[src/rtl/timer_irq_sequencer_if.sv]
// Avalon-MM write bus to the three interval timers plus the IRQ, reconfiguration and tick signals.
// Per-channel signals are packed arrays indexed by timer channel 0..2.
interface timer_irq_sequencer_if;
  logic [2:0]       irq;
  logic [2:0][2:0]  s1_address;
  logic [2:0][15:0] s1_writedata;
  logic [2:0]       s1_chipselect;
  logic [2:0]       s1_write_n;
  logic             cfg_valid;
  logic             cfg_ready;
  logic [1:0]       cfg_ch;
  logic [31:0]      cfg_period;
  logic             cfg_en;
  logic             init_done;
  logic [2:0]       tick;

  modport master (
    input  irq, cfg_valid, cfg_ch, cfg_period, cfg_en,
    output s1_address, s1_writedata, s1_chipselect, s1_write_n, cfg_ready, init_done, tick
  );

  modport slave (
    output irq, cfg_valid, cfg_ch, cfg_period, cfg_en,
    input  s1_address, s1_writedata, s1_chipselect, s1_write_n, cfg_ready, init_done, tick
  );
endinterface

[src/rtl/timer_irq_sequencer.sv]
// Programs three interval timers after reset, applies runtime period/enable changes and
// services timer IRQs round-robin, pulsing tick[n] on each serviced timeout.
module timer_irq_sequencer #(
  parameter logic [31:0] PERIOD0 = 32'd50000,
  parameter logic [31:0] PERIOD1 = 32'd50000,
  parameter logic [31:0] PERIOD2 = 32'd50000
) (
  input logic                   timer_clk_clk,
  input logic                   timer_reset_reset,
  timer_irq_sequencer_if.master bus_io
);

  typedef enum logic [1:0] {StInit, StIdle, StSvc, StCfg} state_e;

  function automatic logic [31:0] load_of(input logic [31:0] p);
    return (p < 32'd2) ? 32'd1 : p - 32'd1;
  endfunction

  function automatic logic [1:0] next_ch(input logic [1:0] c);
    return (c == 2'd2) ? 2'd0 : c + 2'd1;
  endfunction

  state_e           state_q, state_d;
  logic [2:0]       step_q, step_d;
  logic [1:0]       ch_q, ch_d;
  logic             phase_q, phase_d;
  logic [1:0]       rr_q, rr_d;
  logic [1:0]       cfg_ch_q, cfg_ch_d;
  logic [31:0]      cfg_load_q, cfg_load_d;
  logic             cfg_en_q, cfg_en_d;
  logic             init_done_q, init_done_d;
  logic [2:0]       tick_q, tick_d;
  logic [2:0]       cs_q, cs_d;
  logic [2:0][2:0]  addr_q, addr_d;
  logic [2:0][15:0] wdata_q, wdata_d;

  logic        wr_en;
  logic [1:0]  wr_ch;
  logic [2:0]  wr_addr;
  logic [15:0] wr_data;
  logic [31:0] init_load;
  logic [1:0]  cand, pick;
  logic        found;

  // Bus outputs are registered so reset drives them idle and writes land one clock after decision.
  always_comb begin
    state_d     = state_q;
    step_d      = step_q;
    ch_d        = ch_q;
    phase_d     = phase_q;
    rr_d        = rr_q;
    cfg_ch_d    = cfg_ch_q;
    cfg_load_d  = cfg_load_q;
    cfg_en_d    = cfg_en_q;
    init_done_d = init_done_q;
    tick_d      = '0;
    wr_en       = 1'b0;
    wr_ch       = ch_q;
    wr_addr     = '0;
    wr_data     = '0;
    cand        = rr_q;
    pick        = rr_q;
    found       = 1'b0;

    case (ch_q)
      2'd0:    init_load = load_of(PERIOD0);
      2'd1:    init_load = load_of(PERIOD1);
      default: init_load = load_of(PERIOD2);
    endcase

    for (int k = 0; k < 3; k++) begin
      cand = next_ch(cand);
      if (!found && bus_io.irq[cand]) begin
        found = 1'b1;
        pick  = cand;
      end
    end

    unique case (state_q)
      StInit: begin
        if (ch_q == 2'd3) begin
          init_done_d = 1'b1;
          state_d     = StIdle;
        end else if (!phase_q) begin
          wr_en   = 1'b1;
          phase_d = 1'b1;
          case (step_q)
            3'd0:    begin wr_addr = 3'd2; wr_data = init_load[15:0];  end
            3'd1:    begin wr_addr = 3'd3; wr_data = init_load[31:16]; end
            default: begin wr_addr = 3'd1; wr_data = 16'h0007;         end
          endcase
        end else begin
          phase_d = 1'b0;
          if (step_q == 3'd2) begin
            step_d = '0;
            ch_d   = ch_q + 2'd1;
          end else begin
            step_d = step_q + 3'd1;
          end
        end
      end
      StIdle: begin
        if (found) begin
          wr_en        = 1'b1;
          wr_ch        = pick;
          tick_d[pick] = 1'b1;
          rr_d         = pick;
          state_d      = StSvc;
        end else if (bus_io.cfg_valid) begin
          cfg_ch_d   = bus_io.cfg_ch;
          cfg_load_d = load_of(bus_io.cfg_period);
          cfg_en_d   = bus_io.cfg_en;
          step_d     = '0;
          phase_d    = 1'b0;
          state_d    = StCfg;
        end
      end
      // The gap registered here keeps the cleared IRQ from being re-sampled high.
      StSvc: state_d = StIdle;
      StCfg: begin
        if (cfg_ch_q == 2'd3) begin
          state_d = StIdle;
        end else if (!phase_q) begin
          wr_en   = 1'b1;
          wr_ch   = cfg_ch_q;
          phase_d = 1'b1;
          case (step_q)
            3'd0:    begin wr_addr = 3'd1; wr_data = 16'h0008;          end
            3'd1:    begin wr_addr = 3'd2; wr_data = cfg_load_q[15:0];  end
            3'd2:    begin wr_addr = 3'd3; wr_data = cfg_load_q[31:16]; end
            3'd3:    begin wr_addr = 3'd0; wr_data = 16'h0000;          end
            default: begin wr_addr = 3'd1; wr_data = cfg_en_q ? 16'h0007 : 16'h0000; end
          endcase
        end else begin
          phase_d = 1'b0;
          if (step_q == 3'd4) state_d = StIdle;
          else                step_d  = step_q + 3'd1;
        end
      end
      default: state_d = StInit;
    endcase

    for (int n = 0; n < 3; n++) begin
      cs_d[n]    = wr_en && (wr_ch == 2'(n));
      addr_d[n]  = cs_d[n] ? wr_addr : 3'd0;
      wdata_d[n] = cs_d[n] ? wr_data : 16'h0000;
    end
  end

  always_ff @(posedge timer_clk_clk or posedge timer_reset_reset) begin
    if (timer_reset_reset) begin
      state_q     <= StInit;
      step_q      <= '0;
      ch_q        <= '0;
      phase_q     <= 1'b0;
      rr_q        <= 2'd2;
      cfg_ch_q    <= '0;
      cfg_load_q  <= '0;
      cfg_en_q    <= 1'b0;
      init_done_q <= 1'b0;
      tick_q      <= '0;
      cs_q        <= '0;
      addr_q      <= '0;
      wdata_q     <= '0;
    end else begin
      state_q     <= state_d;
      step_q      <= step_d;
      ch_q        <= ch_d;
      phase_q     <= phase_d;
      rr_q        <= rr_d;
      cfg_ch_q    <= cfg_ch_d;
      cfg_load_q  <= cfg_load_d;
      cfg_en_q    <= cfg_en_d;
      init_done_q <= init_done_d;
      tick_q      <= tick_d;
      cs_q        <= cs_d;
      addr_q      <= addr_d;
      wdata_q     <= wdata_d;
    end
  end

  assign bus_io.s1_chipselect = cs_q;
  assign bus_io.s1_write_n    = ~cs_q;
  assign bus_io.s1_address    = addr_q;
  assign bus_io.s1_writedata  = wdata_q;
  assign bus_io.tick          = tick_q;
  assign bus_io.init_done     = init_done_q;
  assign bus_io.cfg_ready     = (state_q == StIdle) && !(|bus_io.irq);

endmodule
[src/flat_wrapper.sv]
// flat-port wrapper written by rule: the top's interface ports become plain ports
module timer_irq_sequencer_flat 
#(
  parameter logic [31:0] PERIOD0 = 32'd50000,
  parameter logic [31:0] PERIOD1 = 32'd50000,
  parameter logic [31:0] PERIOD2 = 32'd50000
)
  (timer_clk_clk, timer_reset_reset, bus_io_irq, bus_io_cfg_valid, bus_io_cfg_ch, bus_io_cfg_period, bus_io_cfg_en, bus_io_s1_address, bus_io_s1_writedata, bus_io_s1_chipselect, bus_io_s1_write_n, bus_io_cfg_ready, bus_io_init_done, bus_io_tick);
  timer_irq_sequencer_if bus_io_i ();
  input logic timer_clk_clk;
  input logic timer_reset_reset;
  input wire logic [$bits(bus_io_i.irq)-1:0] bus_io_irq;
  input wire logic [$bits(bus_io_i.cfg_valid)-1:0] bus_io_cfg_valid;
  input wire logic [$bits(bus_io_i.cfg_ch)-1:0] bus_io_cfg_ch;
  input wire logic [$bits(bus_io_i.cfg_period)-1:0] bus_io_cfg_period;
  input wire logic [$bits(bus_io_i.cfg_en)-1:0] bus_io_cfg_en;
  output wire logic [$bits(bus_io_i.s1_address)-1:0] bus_io_s1_address;
  output wire logic [$bits(bus_io_i.s1_writedata)-1:0] bus_io_s1_writedata;
  output wire logic [$bits(bus_io_i.s1_chipselect)-1:0] bus_io_s1_chipselect;
  output wire logic [$bits(bus_io_i.s1_write_n)-1:0] bus_io_s1_write_n;
  output wire logic [$bits(bus_io_i.cfg_ready)-1:0] bus_io_cfg_ready;
  output wire logic [$bits(bus_io_i.init_done)-1:0] bus_io_init_done;
  output wire logic [$bits(bus_io_i.tick)-1:0] bus_io_tick;
  assign bus_io_i.irq = bus_io_irq;
  assign bus_io_i.cfg_valid = bus_io_cfg_valid;
  assign bus_io_i.cfg_ch = bus_io_cfg_ch;
  assign bus_io_i.cfg_period = bus_io_cfg_period;
  assign bus_io_i.cfg_en = bus_io_cfg_en;
  assign bus_io_s1_address = bus_io_i.s1_address;
  assign bus_io_s1_writedata = bus_io_i.s1_writedata;
  assign bus_io_s1_chipselect = bus_io_i.s1_chipselect;
  assign bus_io_s1_write_n = bus_io_i.s1_write_n;
  assign bus_io_cfg_ready = bus_io_i.cfg_ready;
  assign bus_io_init_done = bus_io_i.init_done;
  assign bus_io_tick = bus_io_i.tick;
  timer_irq_sequencer #(.PERIOD0(PERIOD0), .PERIOD1(PERIOD1), .PERIOD2(PERIOD2)) u_core (.timer_clk_clk(timer_clk_clk), .timer_reset_reset(timer_reset_reset), .bus_io(bus_io_i));
endmodule
[config.mk]
export PLATFORM = sky130hd
export DESIGN_NAME = timer_irq_sequencer_flat
export DESIGN_NICKNAME = d
export VERILOG_FILES = /design/src/rtl/timer_irq_sequencer_if.sv /design/src/rtl/timer_irq_sequencer.sv /design/src/flat_wrapper.sv
export SDC_FILE = /design/constraint.sdc
export NUM_CORES = 1
export LEC_CHECK = 0
export CAP_MARGIN = 20
export CORE_UTILIZATION = 30
export DETAILED_ROUTE_END_ITERATION = 7
export PLACE_DENSITY = 0.63
export SYNTH_ARGS = -nofsm -noshare
export SYNTH_HDL_FRONTEND = slang
export SYNTH_SLANG_ARGS = --single-unit
[constraint.sdc]
create_clock -name timer_clk_clk -period 7.3 [get_ports timer_clk_clk]
set_clock_uncertainty 0.2 [all_clocks]
set_input_delay 0.73 -clock timer_clk_clk [delete_from_list [all_inputs] [get_ports timer_clk_clk]]
set_output_delay 0.73 -clock timer_clk_clk [all_outputs]
set_load 0.01 [all_outputs]
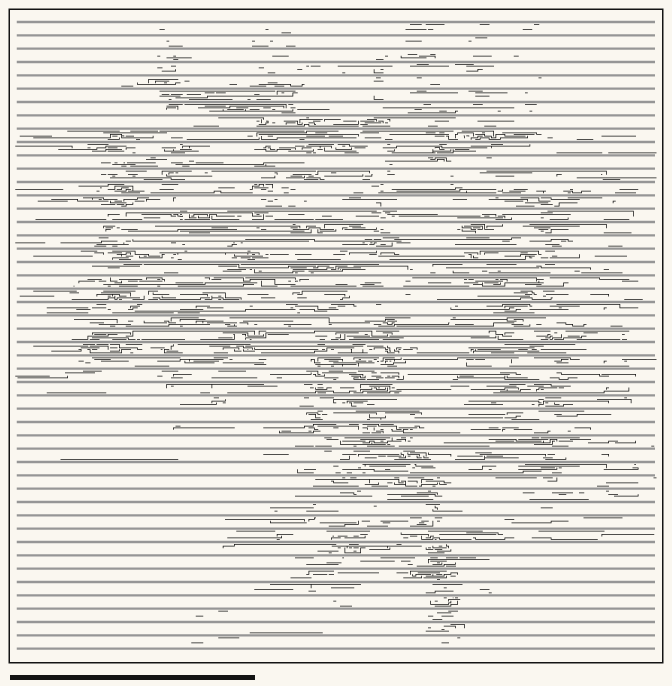
Figure 1: metal 1.
The bar under the picture is 50 µm long. Supply wires on this layer in gray.
571 nets have wire on it. The wires run mostly horizontal.
WL final: 12.8 mm
GR Util met1: 0.213
Via Count: 4140

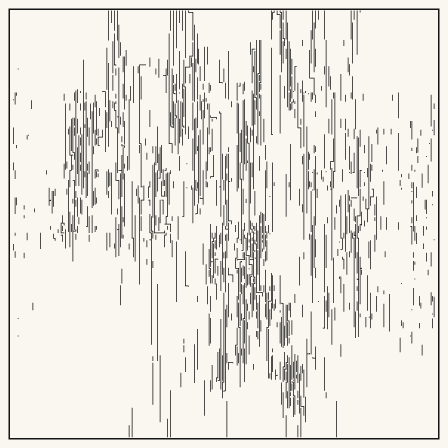
Figure 2: the metal 2 layer.
The layer carries 5770 µm of wire. The wires run mostly vertical. The longest straight run is 39.8 µm. 536 nets have wire on it. The layer holds 45% of the routed length.

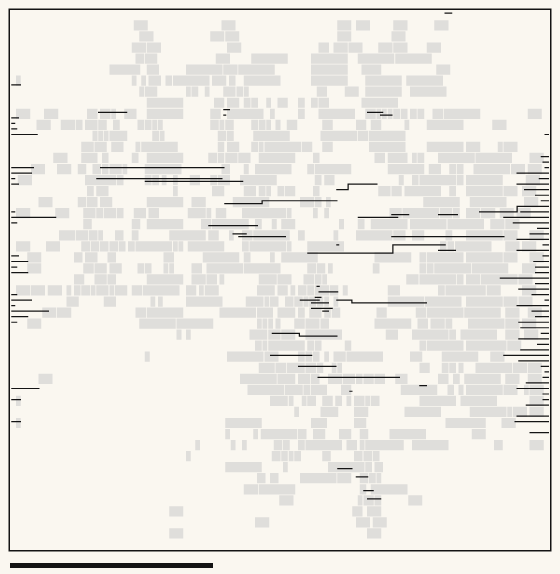
Figure 3: signal wires on met3.
The bar under the picture is 50 µm long. Cells faint in the background.
105 nets have wire on it. The wires run mostly horizontal. The longest straight run is 30.8 µm. The layer holds 5.4% of the routed length.

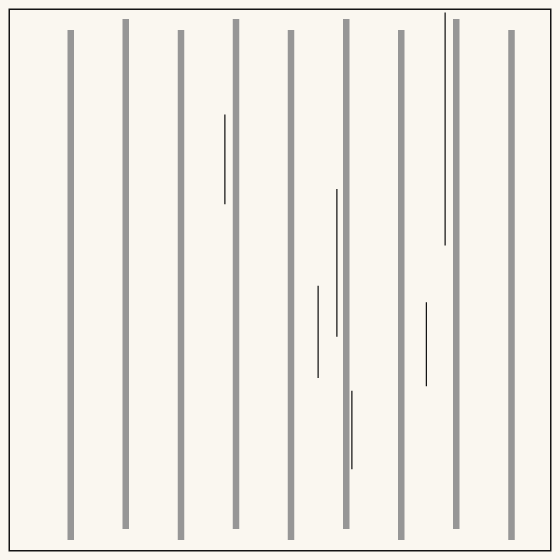
Figure 4: the metal 4 layer.
Supply wires on this layer in gray.
The wires run mostly vertical. The longest straight run is 57.1 µm.

==> metrics.csv <==
metric;value;unit
outcome;finished clean;
Crit Path Max Fanout;7;
dominant cell type by area after synthesis;dfrtp_1;
fp util;0.309;
P_clk;501;µW
Post-Synthesis Cells;510;
Flop+latch power;786;µW
net switching power;817;µW
pwr/cell area;316;mW/mm²
Fin. Hold Viols;0;
Clock power frac;0.234;
Final ANT Viol Nets;0;
share of synthesized registers carrying an async set or reset;1.00;
initial antenna violation count;0;
site row count;47;
Hold EP;u_core.cfg_load_q[25]$_DFFE_PP0P_;
hold wc startpoint;u_core.cfg_load_q[25]$_DFFE_PP0P_;
WP data arrival;2.67;ns
Top non-seq family;simple AND/OR/NAND/NOR gates;
number of warnings issued by yosys;0;
share of cells above drive strength 1;0.0736;
Total GRT Usage;0.149;
WL per Instance;15.4;µm
htree depth;3;
Post-synth top cells;dfrtp_1 (105), nand2_1 (59), nor3_1 (49);
P_comb;851;µW
largest net degree at the start of global routing;90;
die area;0.0177;mm²
OpenROAD warning count;32;
# diodes;0;
Post-Synth AOI/OAI Area;0.129;
number of flip-flops in the largest register;48;
Area Growth Syn to Fin;31.5;%
Biggest consumer;combinational cells;
Root Driver;clkbuf_16;
slack of the critical path;3.70;ns
crit path buf inv count;2;
I/O Buffers;105;
core area;0.0166;mm²
Worst-Margin Slew;0.869;ns
Hold Buf Count CTS;0;
die width;133;µm
mux frac, synth;0.00851;
drt first pass iters;5;
Netlist cell types;60;
total power;2.14;mW
via density per instance;4.98;
Critical Path RT;6.37;ns
Post-Layout Inst Area;0.00677;mm²
Final nets;658;
Mapped Area;0.00515;mm²
Crit Path Category;in2out;
DR DRC count;0;
Late-Pin Clk Latency;0.35;ns
YS chip area;0.00515;mm²
crit-path cells;clkdlybuf4s50_1 -> nor3_1 -> and2_1 -> clkdlybuf4s50_1;
Peak VDD IR;0.170;mV
Synth Area per Inst;10.1;µm²
Critical path destination;bus_io_cfg_ready;
Hold/Removal Path Class;reg2reg;
Die H;133;µm
max_slew headroom;0.421;
Adder-Cell Fraction of Synth Area;0.0267;
sw frac;0.382;
count of library flops with an enable pin;0;
GRT overflow;0;
clk buf depth;2;
CTS tree;yes;
Seq share, synth;0.515;
post-synthesis xor/xnor area fraction;0.0476;
placed instance area;0.00637;mm²
Reg power frac;0.368;
Crit path max-delay family;buffers and inverters;
crit-path max cell delay;0.60;ns
Leak;2.74;nW
DP HPWL;9.33;mm
==> area by class of cell <==
cell class | count | area (µm²)
fill | 1619 | 9870
sequential | 106 | 2650
multi-input combinational | 359 | 2290
timing repair buffer | 114 | 1180
tap | 220 | 275
clock buffer | 11 | 253
inverter | 16 | 62.6
clock inverter | 5 | 60.1
==> layer usage <==
layer / global-route usage / vias up / share of wire
met5: 0 / - / 0
li1: - / 2000 / -
met1: 0.213 / 1982 / 0.48
met3: 0.0253 / 15 / 0.054
met4: 0.0466 / 0 / 0.014
met2: 0.230 / 143 / 0.45
==> kinds of logic after synthesis <==
logic type,count (synthesis)
simple gates,216
flops,106
compound gates,97
buf+inv,47
xor+xnor,28
fa+ha+maj,11
mux,4
other cells,1
No activity file was given, so power comes from the tool's default toggle rates.
